File: src/rtl/multi_cycle_control_fsm_pkg.sv
// Shared RV32I control definitions: opcode values, ALU op codes, datapath mux selects and sequencer states.
package rv32i_pkg;

    localparam logic [6:0] OP_TYPE_R  = 7'b0110011;
    localparam logic [6:0] OP_TYPE_S  = 7'b0100011;
    localparam logic [6:0] OP_TYPE_L  = 7'b0000011;
    localparam logic [6:0] OP_TYPE_I  = 7'b0010011;
    localparam logic [6:0] OP_TYPE_B  = 7'b1100011;
    localparam logic [6:0] OP_TYPE_LU = 7'b0110111;
    localparam logic [6:0] OP_TYPE_AU = 7'b0010111;
    localparam logic [6:0] OP_TYPE_J  = 7'b1101111;
    localparam logic [6:0] OP_TYPE_JL = 7'b1100111;

    typedef enum logic [3:0] {
        ALU_ADD  = 4'b0000,
        ALU_SUB  = 4'b1000,
        ALU_SLL  = 4'b0001,
        ALU_SLT  = 4'b0010,
        ALU_SLTU = 4'b0011,
        ALU_XOR  = 4'b0100,
        ALU_SRL  = 4'b0101,
        ALU_SRA  = 4'b1101,
        ALU_OR   = 4'b0110,
        ALU_AND  = 4'b0111
    } alu_op_e;

    typedef enum logic [2:0] {
        RFWD_ALU   = 3'b000,
        RFWD_LOAD  = 3'b001,
        RFWD_LUI   = 3'b010,
        RFWD_AUIPC = 3'b011,
        RFWD_PC4   = 3'b100
    } rfwd_sel_e;

    typedef enum logic [1:0] {
        PC_PLUS4 = 2'b00,
        PC_IMM   = 2'b01,
        PC_RS1   = 2'b10
    } pc_sel_e;

    typedef enum logic [3:0] {
        FETCH, DECODE, R_EXE, I_EXE, B_EXE, LU_EXE, AU_EXE, J_EXE, JL_EXE,
        S_EXE, S_MEM, L_EXE, L_MEM, L_WB, TRAP
    } state_e;

endpackage

File: src/rtl/multi_cycle_control_fsm_alu_op_decode.sv
// Combinational ALU operation decode from the instruction word.
module alu_op_decode
    import rv32i_pkg::*;
(
    input  logic [31:0] instrCode,
    output logic [3:0]  aluControl
);

    logic [6:0] opcode;
    logic [2:0] funct3;
    logic [3:0] rOp;
    logic       unusedBits;

    assign opcode     = instrCode[6:0];
    assign funct3     = instrCode[14:12];
    assign rOp        = {instrCode[30], funct3};
    assign unusedBits = ^{instrCode[31], instrCode[29:15], instrCode[11:7]};

    // For I-type, bit 30 is immediate data except when it selects SRAI.
    always_comb begin
        aluControl = ALU_ADD;
        case (opcode)
            OP_TYPE_R: aluControl = rOp;
            OP_TYPE_I: aluControl = (rOp == ALU_SRA) ? rOp : {1'b0, funct3};
            OP_TYPE_B: aluControl = {1'b0, funct3};
            default:   aluControl = ALU_ADD;
        endcase
    end

endmodule

File: src/rtl/multi_cycle_control_fsm.sv
// Multi-cycle RV32I sequencer: steps each instruction through its states and drives datapath controls,
// with a timed req/ack handshake to data memory.
module multi_cycle_control_fsm
    import rv32i_pkg::*;
#(
    parameter int TIMEOUT_CYCLES = 16
)(
    input  logic        clk,
    input  logic        reset,
    input  logic [31:0] instrCode,
    input  logic        btaken,
    input  logic        dataAck,
    output logic        irEn,
    output logic        pcEn,
    output logic [1:0]  pcSrcSel,
    output logic        regFileWe,
    output logic [3:0]  aluControl,
    output logic        aluSrcMuxSel,
    output logic [2:0]  RFWDSrcMuxSel,
    output logic        dataReq,
    output logic        dataWe,
    output logic        illegalInstr,
    output logic        busErr
);

    localparam int CNT_W = $clog2(TIMEOUT_CYCLES + 1);

    state_e     state, nextState;
    logic [CNT_W-1:0] waitCnt;
    pc_sel_e    pcSel;
    rfwd_sel_e  rfwdSel;
    logic [3:0] decodedAlu;
    logic       aluActive;
    logic       memState;
    logic       timeoutHit;
    logic       setIllegal;
    logic       setBusErr;

    alu_op_decode aluDecode (
        .instrCode (instrCode),
        .aluControl(decodedAlu)
    );

    assign memState   = (state == S_MEM) || (state == L_MEM);
    assign timeoutHit = memState && !dataAck && (waitCnt == CNT_W'(TIMEOUT_CYCLES - 1));

    always_ff @(posedge clk) begin
        if (reset) begin
            state        <= FETCH;
            waitCnt      <= '0;
            illegalInstr <= 1'b0;
            busErr       <= 1'b0;
        end else begin
            state <= nextState;
            if (state == S_EXE || state == L_EXE)
                waitCnt <= '0;
            else if (memState && !dataAck)
                waitCnt <= waitCnt + CNT_W'(1);
            if (setIllegal)
                illegalInstr <= 1'b1;
            if (setBusErr)
                busErr <= 1'b1;
        end
    end

    always_comb begin
        nextState    = state;
        irEn         = 1'b0;
        pcEn         = 1'b0;
        pcSel        = PC_PLUS4;
        regFileWe    = 1'b0;
        rfwdSel      = RFWD_ALU;
        aluSrcMuxSel = 1'b0;
        dataReq      = 1'b0;
        dataWe       = 1'b0;
        aluActive    = 1'b1;
        setIllegal   = 1'b0;
        setBusErr    = 1'b0;
        case (state)
            FETCH: begin
                irEn      = 1'b1;
                aluActive = 1'b0;
                nextState = DECODE;
            end
            DECODE: begin
                case (instrCode[6:0])
                    OP_TYPE_R:  nextState = R_EXE;
                    OP_TYPE_I:  nextState = I_EXE;
                    OP_TYPE_B:  nextState = B_EXE;
                    OP_TYPE_LU: nextState = LU_EXE;
                    OP_TYPE_AU: nextState = AU_EXE;
                    OP_TYPE_J:  nextState = J_EXE;
                    OP_TYPE_JL: nextState = JL_EXE;
                    OP_TYPE_S:  nextState = S_EXE;
                    OP_TYPE_L:  nextState = L_EXE;
                    default: begin
                        setIllegal = 1'b1;
                        nextState  = TRAP;
                    end
                endcase
            end
            R_EXE, I_EXE, LU_EXE, AU_EXE: begin
                regFileWe    = 1'b1;
                pcEn         = 1'b1;
                aluSrcMuxSel = (state != R_EXE);
                if (state == LU_EXE) rfwdSel = RFWD_LUI;
                if (state == AU_EXE) rfwdSel = RFWD_AUIPC;
                nextState    = FETCH;
            end
            B_EXE: begin
                pcEn      = 1'b1;
                pcSel     = btaken ? PC_IMM : PC_PLUS4;
                nextState = FETCH;
            end
            J_EXE, JL_EXE: begin
                regFileWe    = 1'b1;
                rfwdSel      = RFWD_PC4;
                pcEn         = 1'b1;
                pcSel        = (state == J_EXE) ? PC_IMM : PC_RS1;
                aluSrcMuxSel = (state == JL_EXE);
                nextState    = FETCH;
            end
            S_EXE, L_EXE: begin
                aluSrcMuxSel = 1'b1;
                nextState    = (state == S_EXE) ? S_MEM : L_MEM;
            end
            // A store has no write-back state, so its PC update rides on the ack cycle itself.
            S_MEM, L_MEM: begin
                aluSrcMuxSel = 1'b1;
                dataReq      = 1'b1;
                dataWe       = (state == S_MEM);
                if (dataAck) begin
                    pcEn      = (state == S_MEM);
                    nextState = (state == S_MEM) ? FETCH : L_WB;
                end else if (timeoutHit) begin
                    setBusErr = 1'b1;
                    nextState = TRAP;
                end
            end
            L_WB: begin
                aluSrcMuxSel = 1'b1;
                regFileWe    = 1'b1;
                rfwdSel      = RFWD_LOAD;
                pcEn         = 1'b1;
                nextState    = FETCH;
            end
            TRAP: begin
                aluActive = 1'b0;
            end
            default: begin
                aluActive = 1'b0;
                nextState = FETCH;
            end
        endcase
        // Reset silences every strobe in the same cycle so nothing half-finished reaches memory or the regfile.
        if (reset) begin
            irEn         = 1'b0;
            pcEn         = 1'b0;
            pcSel        = PC_PLUS4;
            regFileWe    = 1'b0;
            rfwdSel      = RFWD_ALU;
            aluSrcMuxSel = 1'b0;
            dataReq      = 1'b0;
            dataWe       = 1'b0;
            aluActive    = 1'b0;
        end
    end

    assign pcSrcSel      = pcSel;
    assign RFWDSrcMuxSel = rfwdSel;
    assign aluControl    = aluActive ? decodedAlu : ALU_ADD;

endmodule
File: config.mk
export PLATFORM = sky130hd
export DESIGN_NAME = multi_cycle_control_fsm
export DESIGN_NICKNAME = d
export VERILOG_FILES = /design/src/rtl/multi_cycle_control_fsm_pkg.sv /design/src/rtl/multi_cycle_control_fsm_alu_op_decode.sv /design/src/rtl/multi_cycle_control_fsm.sv
export SDC_FILE = /design/constraint.sdc
export NUM_CORES = 1
export LEC_CHECK = 0
export ABC_CLOCK_PERIOD_IN_PS = 3510
export CAP_MARGIN = 20
export CORE_MARGIN = 2
export CORE_UTILIZATION = 44
export DETAILED_ROUTE_END_ITERATION = 12
export PLACE_DENSITY = 0.89
export SLEW_MARGIN = 20
export SYNTH_ARGS = -nofsm -noshare
export SYNTH_HDL_FRONTEND = slang
export SYNTH_HIERARCHICAL = 1
export SYNTH_SLANG_ARGS = --single-unit
File: constraint.sdc
create_clock -name clk -period 3.51 [get_ports clk]
set_input_delay 0.351 -clock clk [delete_from_list [all_inputs] [get_ports clk]]
set_output_delay 0.351 -clock clk [all_outputs]
set_load 0.05 [all_outputs]
==> CHANGELOG.md <==
### Metrics

* DRT antenna net count at 0
* Yosys reg bits at 11
* Type of element capturing the critical path: output port
* Drt pass-1 iters at 4
* WHS Path Cells at 2
* Hold buffer count at cts at 0
* Flop pwr share at 27.1%
* Nonclk inv count at 8
* Max reg flops at 5
* Psw at 0.000451 W
* Net count, final at 218
* Crit path from: state[2]
* HP Start: busErr
* Largest net degree at the start of global routing at 26
* Seq share, synth at 19.6%
* Yosys warns at 6
* Post-synthesis xor/xnor area fraction at 4.68%
* LEAKAGE at 0.522 nW
* Placed inst area at 0.00142 mm2
* Post-synth area from yosys stat at 0.00112 mm2
* Area fraction in mux cells at 0.891%
* Sequential cell count at 11
* Reg2reg setup slack at 1.68 ns
* Mapped Cells at 153
* Comb pwr share at 62.6%
* Wire length on met2 at 1360 um
* Comb area share at 56.2%
* Status: finished clean
* Pins Over Slew Limit at 0
* Max Fclk at 337 MHz
* Ys cells at 153
* Share of post-route cells with drive strength above 1 at 5.59%
* Worst-path clk slew at 0.07 ns
* Fillers at 213
* Core Box Area at 0.00245 mm2
* Crit path capture: aluControl[2]
* Layout Cells excl Fill at 209
* Ports at 53
* Met3 Wirelength at 166 um
* Total die size at 0.00297 mm2
## cells in the final DEF, fill, tap and decap left out, drive strengths merged, types with 2 or more instances in the layout
cell	n
xor2	3
o2111ai	2
and3b	2
nor4b	2
nand2b	7
o21ai	6
nor3	4
nor2	18
nand4bb	2
a2111oi	2
clkdlybuf4s50	31
clkbuf	3
dfxtp	11
nand3b	3
nand2	12
inv	8
xnor2	3
a211oi	8
a22oi	2
nor2b	5
and3	4
a21oi	10
and2	5
nand3	4
nor4	2
ha	2
## per-stage QoR
stage | hold WS, ns | total power [W]
global route | 0.501 | 0.000928
detailed placement | 0.465 | 0.000764
CTS | 0.483 | 0.000857
floorplan | 0.472 | 0.000646
finish | 0.480 | 0.000860
global placement | 0.450 | 0.000754
Fig. 1: the clock network
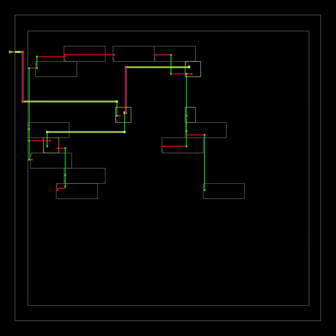
CLK BUF: 3
TritonCTS Sinks: 11

Fig. 2: metal 3
(6 px per um) Cells faint in the background.
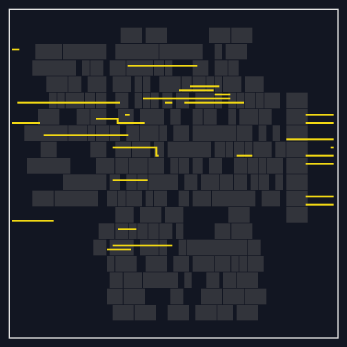
wire length on this layer: 167 um
share of all routed wire: 6.1%
longest straight run: 16.8 um
final WL: 2710 um
M3 GR Usage: 5.19%
routed vias: 1196

Fig. 3: wire density map
(6 px per um) The die is cut into 11 by 11 equal tiles; dark purple is low, yellow is high, scaled to the fullest tile. Values are wire area over tile area, all layers added.
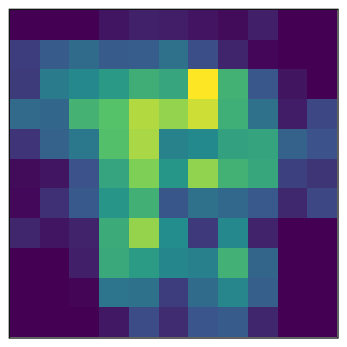
tiles over half the peak: 23%
fullest tile: 0.50
mean over tiles: 0.15
densest ninth of the die: middle
WL/cell: 13.0 um
Total GRT Usage: 20.8%

Fig. 4: sizing map
(4 px per um)
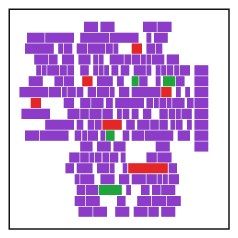
| size | color | cells | share |
|---|---|---|---|
| _3 and _4 cells | red | 6 | 3.4% |
| _2 cells | green | 4 | 2.2% |
| _0 and _1 cells | purple | 169 | 94% |
final instance area: 0.00145 mm2
area growth from synthesis to layout: 28.6%
Non-clk bufs: 32

Power and IR drop assume default switching activity.
